`config.mk`:
```
export PLATFORM = sky130hd
export DESIGN_NAME = me_host_cmd_bridge
export DESIGN_NICKNAME = d
export VERILOG_FILES = /design/src/rtl/me_host_cmd_bridge.sv
export SDC_FILE = /design/constraint.sdc
export NUM_CORES = 1
export LEC_CHECK = 0
export CAP_MARGIN = 20
export CORE_UTILIZATION = 42
export CTS_BUF_LIST = sky130_fd_sc_hd__clkbuf_4 sky130_fd_sc_hd__clkbuf_8
export DETAILED_ROUTE_END_ITERATION = 10
export GPL_TIMING_DRIVEN = 1
export PLACE_DENSITY = 0.83
export SYNTH_ARGS = -nofsm -noshare
export SYNTH_HDL_FRONTEND = slang
export SYNTH_SLANG_ARGS = --single-unit
```
`constraint.sdc`:
```
create_clock -name clk_clk -period 2.6 [get_ports clk_clk]
set_input_delay 0.52 -clock clk_clk [delete_from_list [all_inputs] [get_ports clk_clk]]
set_output_delay 0.52 -clock clk_clk [all_outputs]
set_load 0.03 [all_outputs]
```
`src/rtl/me_host_cmd_bridge.sv`:
```
// me_host_cmd_bridge: sequences host param-register commands onto the
// motion-estimator core and frame memory; result/status on ledr_out.
module me_host_cmd_bridge #(
    parameter int ADDR_W         = 16,
    parameter int TIMEOUT_CYCLES = 1_000_000
) (
    input  logic              clk_clk,
    input  logic              reset_reset,
    input  logic [31:0]       param1_in,
    input  logic [31:0]       param2_in,
    input  logic [31:0]       param3_in,
    input  logic [11:0]       key_sw_in,
    output logic [63:0]       ledr_out,
    output logic [ADDR_W-1:0] mem_addr,
    output logic [31:0]       mem_wdata,
    output logic              mem_we,
    output logic              mem_re,
    input  logic [31:0]       mem_rdata,
    input  logic              mem_rvalid,
    output logic              me_start,
    output logic [15:0]       me_blk_x,
    output logic [15:0]       me_blk_y,
    output logic [7:0]        me_range,
    input  logic              me_done,
    input  logic [7:0]        me_mv_x,
    input  logic [7:0]        me_mv_y,
    input  logic [15:0]       me_sad
);
    localparam int TW = (TIMEOUT_CYCLES > 1) ? $clog2(TIMEOUT_CYCLES) : 1;

    typedef enum logic [2:0] {
        S_IDLE,
        S_WR,
        S_RD_WAIT,
        S_ME_WAIT,
        S_ACK
    } state_t;

    state_t        r_state;
    logic          r_seq;
    logic          r_ack_tgl;
    logic          r_busy;
    logic          r_err;
    logic          r_upd;
    logic [3:0]    r_op;
    logic [31:0]   r_p1;
    logic [31:0]   r_p2;
    logic [31:0]   r_pend;
    logic [31:0]   r_res;
    logic [31:0]   r_me_cnt;
    logic [11:0]   r_key;
    logic [TW-1:0] r_wait;
    logic          r_we;
    logic          r_re;
    logic          r_start;

    logic w_accept;
    logic w_rv;
    logic w_done;
    logic w_abort;
    logic w_tmo;
    logic w_unused;

    assign w_accept = (r_state == S_IDLE) && (param3_in[31] != r_seq);
    // a response in the same cycle as our own strobe is not a real reply
    assign w_rv     = mem_rvalid && !r_re;
    assign w_done   = me_done && !r_start;
    assign w_abort  = key_sw_in[11];
    assign w_tmo    = (r_wait == TW'(TIMEOUT_CYCLES - 1));
    assign w_unused = ^param3_in[30:4];

    assign mem_addr  = r_p1[ADDR_W-1:0];
    assign mem_wdata = r_p2;
    assign mem_we    = r_we;
    assign mem_re    = r_re;
    assign me_start  = r_start;
    assign me_blk_x  = r_p1[15:0];
    assign me_blk_y  = r_p1[31:16];
    assign me_range  = r_p2[7:0];
    assign ledr_out  = {r_busy, r_err, r_ack_tgl, r_op, 13'd0, r_key, r_res};

    always_ff @(posedge clk_clk) begin
        if (reset_reset) begin
            r_state   <= S_IDLE;
            r_seq     <= param3_in[31];
            r_ack_tgl <= 1'b0;
            r_busy    <= 1'b0;
            r_err     <= 1'b0;
            r_upd     <= 1'b0;
            r_op      <= 4'd0;
            r_p1      <= 32'd0;
            r_p2      <= 32'd0;
            r_pend    <= 32'd0;
            r_res     <= 32'd0;
            r_me_cnt  <= 32'd0;
            r_key     <= 12'd0;
            r_wait    <= '0;
            r_we      <= 1'b0;
            r_re      <= 1'b0;
            r_start   <= 1'b0;
        end else begin
            r_key   <= key_sw_in;
            r_we    <= 1'b0;
            r_re    <= 1'b0;
            r_start <= 1'b0;
            // inclusive start..done count; the start cycle is preloaded as 1
            if (r_state == S_ME_WAIT && !r_start && r_me_cnt != 32'hFFFF_FFFF)
                r_me_cnt <= r_me_cnt + 32'd1;
            unique case (r_state)
                S_IDLE: begin
                    if (w_accept) begin
                        r_seq  <= param3_in[31];
                        r_p1   <= param1_in;
                        r_p2   <= param2_in;
                        r_op   <= param3_in[3:0];
                        r_err  <= 1'b0;
                        r_busy <= 1'b1;
                        r_upd  <= 1'b0;
                        r_wait <= '0;
                        case (param3_in[3:0])
                            4'd1: begin
                                r_we    <= 1'b1;
                                r_pend  <= param2_in;
                                r_upd   <= 1'b1;
                                r_state <= S_WR;
                            end
                            4'd2: begin
                                r_re    <= 1'b1;
                                r_state <= S_RD_WAIT;
                            end
                            4'd3: begin
                                r_start  <= 1'b1;
                                r_me_cnt <= 32'd1;
                                r_state  <= S_ME_WAIT;
                            end
                            4'd4: begin
                                r_pend  <= r_me_cnt;
                                r_upd   <= 1'b1;
                                r_state <= S_ACK;
                            end
                            default: begin
                                r_err   <= 1'b1;
                                r_state <= S_ACK;
                            end
                        endcase
                    end
                end
                S_WR: r_state <= S_ACK;
                S_RD_WAIT: begin
                    if (w_rv) begin
                        r_pend  <= mem_rdata;
                        r_upd   <= 1'b1;
                        r_state <= S_ACK;
                    end else if (w_abort) begin
                        r_err   <= 1'b1;
                        r_state <= S_ACK;
                    end else if (w_tmo) begin
                        r_err   <= 1'b1;
                        r_pend  <= 32'hFFFF_FFFF;
                        r_upd   <= 1'b1;
                        r_state <= S_ACK;
                    end else begin
                        r_wait <= r_wait + TW'(1);
                    end
                end
                S_ME_WAIT: begin
                    if (w_done) begin
                        r_pend  <= {me_sad, me_mv_y, me_mv_x};
                        r_upd   <= 1'b1;
                        r_state <= S_ACK;
                    end else if (w_abort) begin
                        r_err   <= 1'b1;
                        r_state <= S_ACK;
                    end else if (w_tmo) begin
                        r_err   <= 1'b1;
                        r_pend  <= 32'hFFFF_FFFF;
                        r_upd   <= 1'b1;
                        r_state <= S_ACK;
                    end else begin
                        r_wait <= r_wait + TW'(1);
                    end
                end
                S_ACK: begin
                    if (r_upd)
                        r_res <= r_pend;
                    r_ack_tgl <= r_seq;
                    r_busy    <= 1'b0;
                    r_state   <= S_IDLE;
                end
                default: r_state <= S_IDLE;
            endcase
        end
    end
endmodule

```
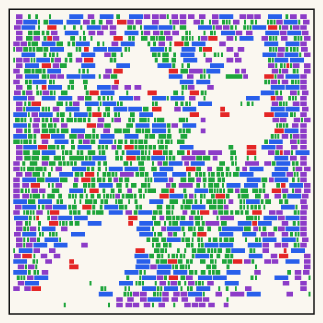
Figure 1: cells coloured by class.
(2 px per um)
| colour | class | cells | share of their area |
|---|---|---|---|
| blue | registers | 207 | 32% |
| green | remaining logic cells | 833 | 36% |
| purple | remaining buffers and delay cells | 332 | 26% |
| red | clock drivers and dummy loads | 69 | 6.4% |

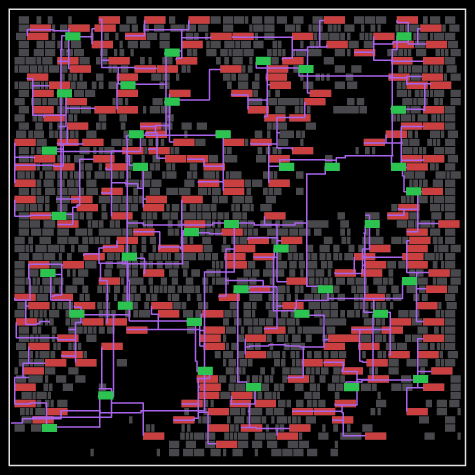
Figure 2: routed clock nets over the placement.
(3 px per um)
[green] clock-net drivers | count: 38
[purple] clock wires | length: 2900 um
[red] flip-flops | count: 207
routed clock nets: 39

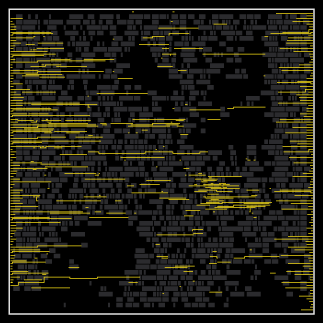
Figure 3: metal 3.
(2 px per um)
main direction: horizontal
wire length on this layer: 3370 um

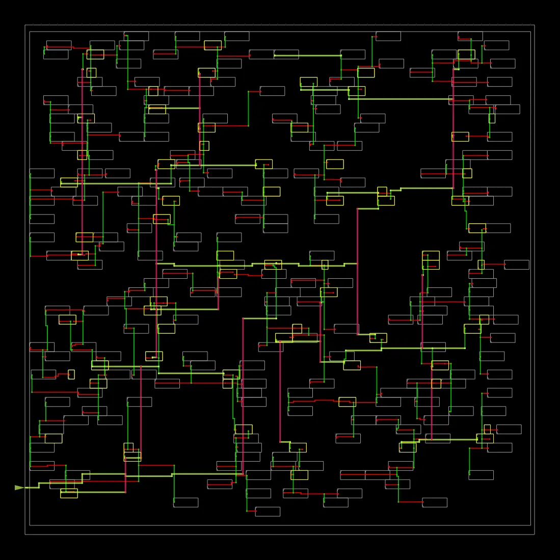
Figure 4: the clock network.
clock sinks: 207
Clock Skews: 0.03663 ns
Clk. pwr: 0.00332 W

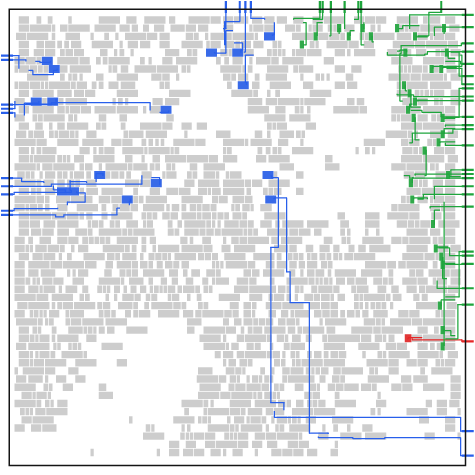
Figure 5: port wiring.
(3 px per um)
| colour | port | bits | direction | edge | end cells | buffers | wire |
|---|---|---|---|---|---|---|---|
| blue | me_sad | 16 | input | 10 west, 4 north, 2 east | 16 | 16 | 686 um |
| red | me_done | 1 | input | east | 1 | 1 | 23.2 um |
| green | param1_in | 32 | input | 25 east, 7 north | 32 | 32 | 678 um |

==> reports/qor.csv <==
stage,metric,value,unit
critical_path,crit-path max cell delay,0.62,ns
critical_path,crit path DAT,2.87,ns
synth,mapped cell area,0.009397,mm2
synth,Post-synth ARST share,0,%
cells_and_area,Reg area,0.004154,mm2
sta,Max-slew headroom,53.95,%
floorplan,num ports,331,
cells_and_area,Finished Cell Area,0.01340,mm2
cells_and_area,fillcell total,1843,
sta,unrepaired setup endpoints after global routing,false,
synth,Yosys top cell by area,dfxtp_1,
routing,detailed-route wire length,31770,um
sta,final setup TNS,0,ns
synth,most frequent cells after synthesis,"243 x nand2_1, 208 x a21oi_1, 206 x dfxtp_1",
min_path,hold depth,2,
clock_tree,CTS tree,yes,
critical_path,critical path peak fanout,8,
run_status,outcome,finished clean,
clock_tree,Root Driver,clkbuf_8,
synth,synthesis warning total,0,
sta,Final WS setup,0.1955,ns
-- kinds of logic (layout without fill, tap and decap cells) --
group | after synthesis | after routing | share of synthesized area (%)
adder cells (fa/ha/maj) | 2 | 2 | 0.2663
flip-flops | 207 | 207 | 44.21
AND-OR/OR-AND | 345 | 345 | 22.40
AND/OR/NAND/NOR | 422 | 422 | 21.40
buffers and inverters | 127 | 408 | 6.724
other | 1 | 15 | 0.03991
multiplexers | 36 | 36 | 4.221
XOR/XNOR | 8 | 8 | 0.7457
-- flip-flops by register name, indices dropped and copies added (netlist names) --
| name | flops |
|---|---|
| mem_wdata | 32 |
| r_me_cnt | 32 |
| r_p1 | 32 |
| r_pend | 32 |
| r_res | 32 |
| r_wait | 20 |
| r_key | 12 |
| r_op | 4 |
| r_state | 3 |
| me_start | 1 |
| mem_re | 1 |
| mem_we | 1 |
| r_ack_tgl | 1 |
| r_busy | 1 |
| r_err | 1 |
| r_seq | 1 |
| r_upd | 1 |
-- per-layer routing --
layer	up-vias	share of wire [%]	global-route usage, %
li1	4614	-	-
met1	4603	37	30.03
met2	522	47	45.02
met3	93	11	8.024
met4	2	4.6	14.01
met5	-	0.035	0
-- worst max-delay path: cells and delay by family, from the launching register on --
kind            cells  cell delay (ns)
compound gates      2             0.55
flops               1             0.44
simple gates        3             1.33
-- area by class of cell --
cell class	count	area share [%]
Inverter	7	0.1961
Antenna cell	2	0.03736
Multi-Input combinational cell	826	34.96
Tap cell	280	2.615
Clock buffer	62	5.949
Clock inverter	7	0.2989
Timing Repair Buffer	332	24.94
Sequential cell	207	31.01
-- power breakdown --
group	leakage (nW)	internal (W)	switching (W)
clock	0.442	0.00194	0.00138
sequential	1.69	0.00336	0.000108
combinational	2.65	0.000789	0.00106
Power is estimated from default activity; no workload was simulated.
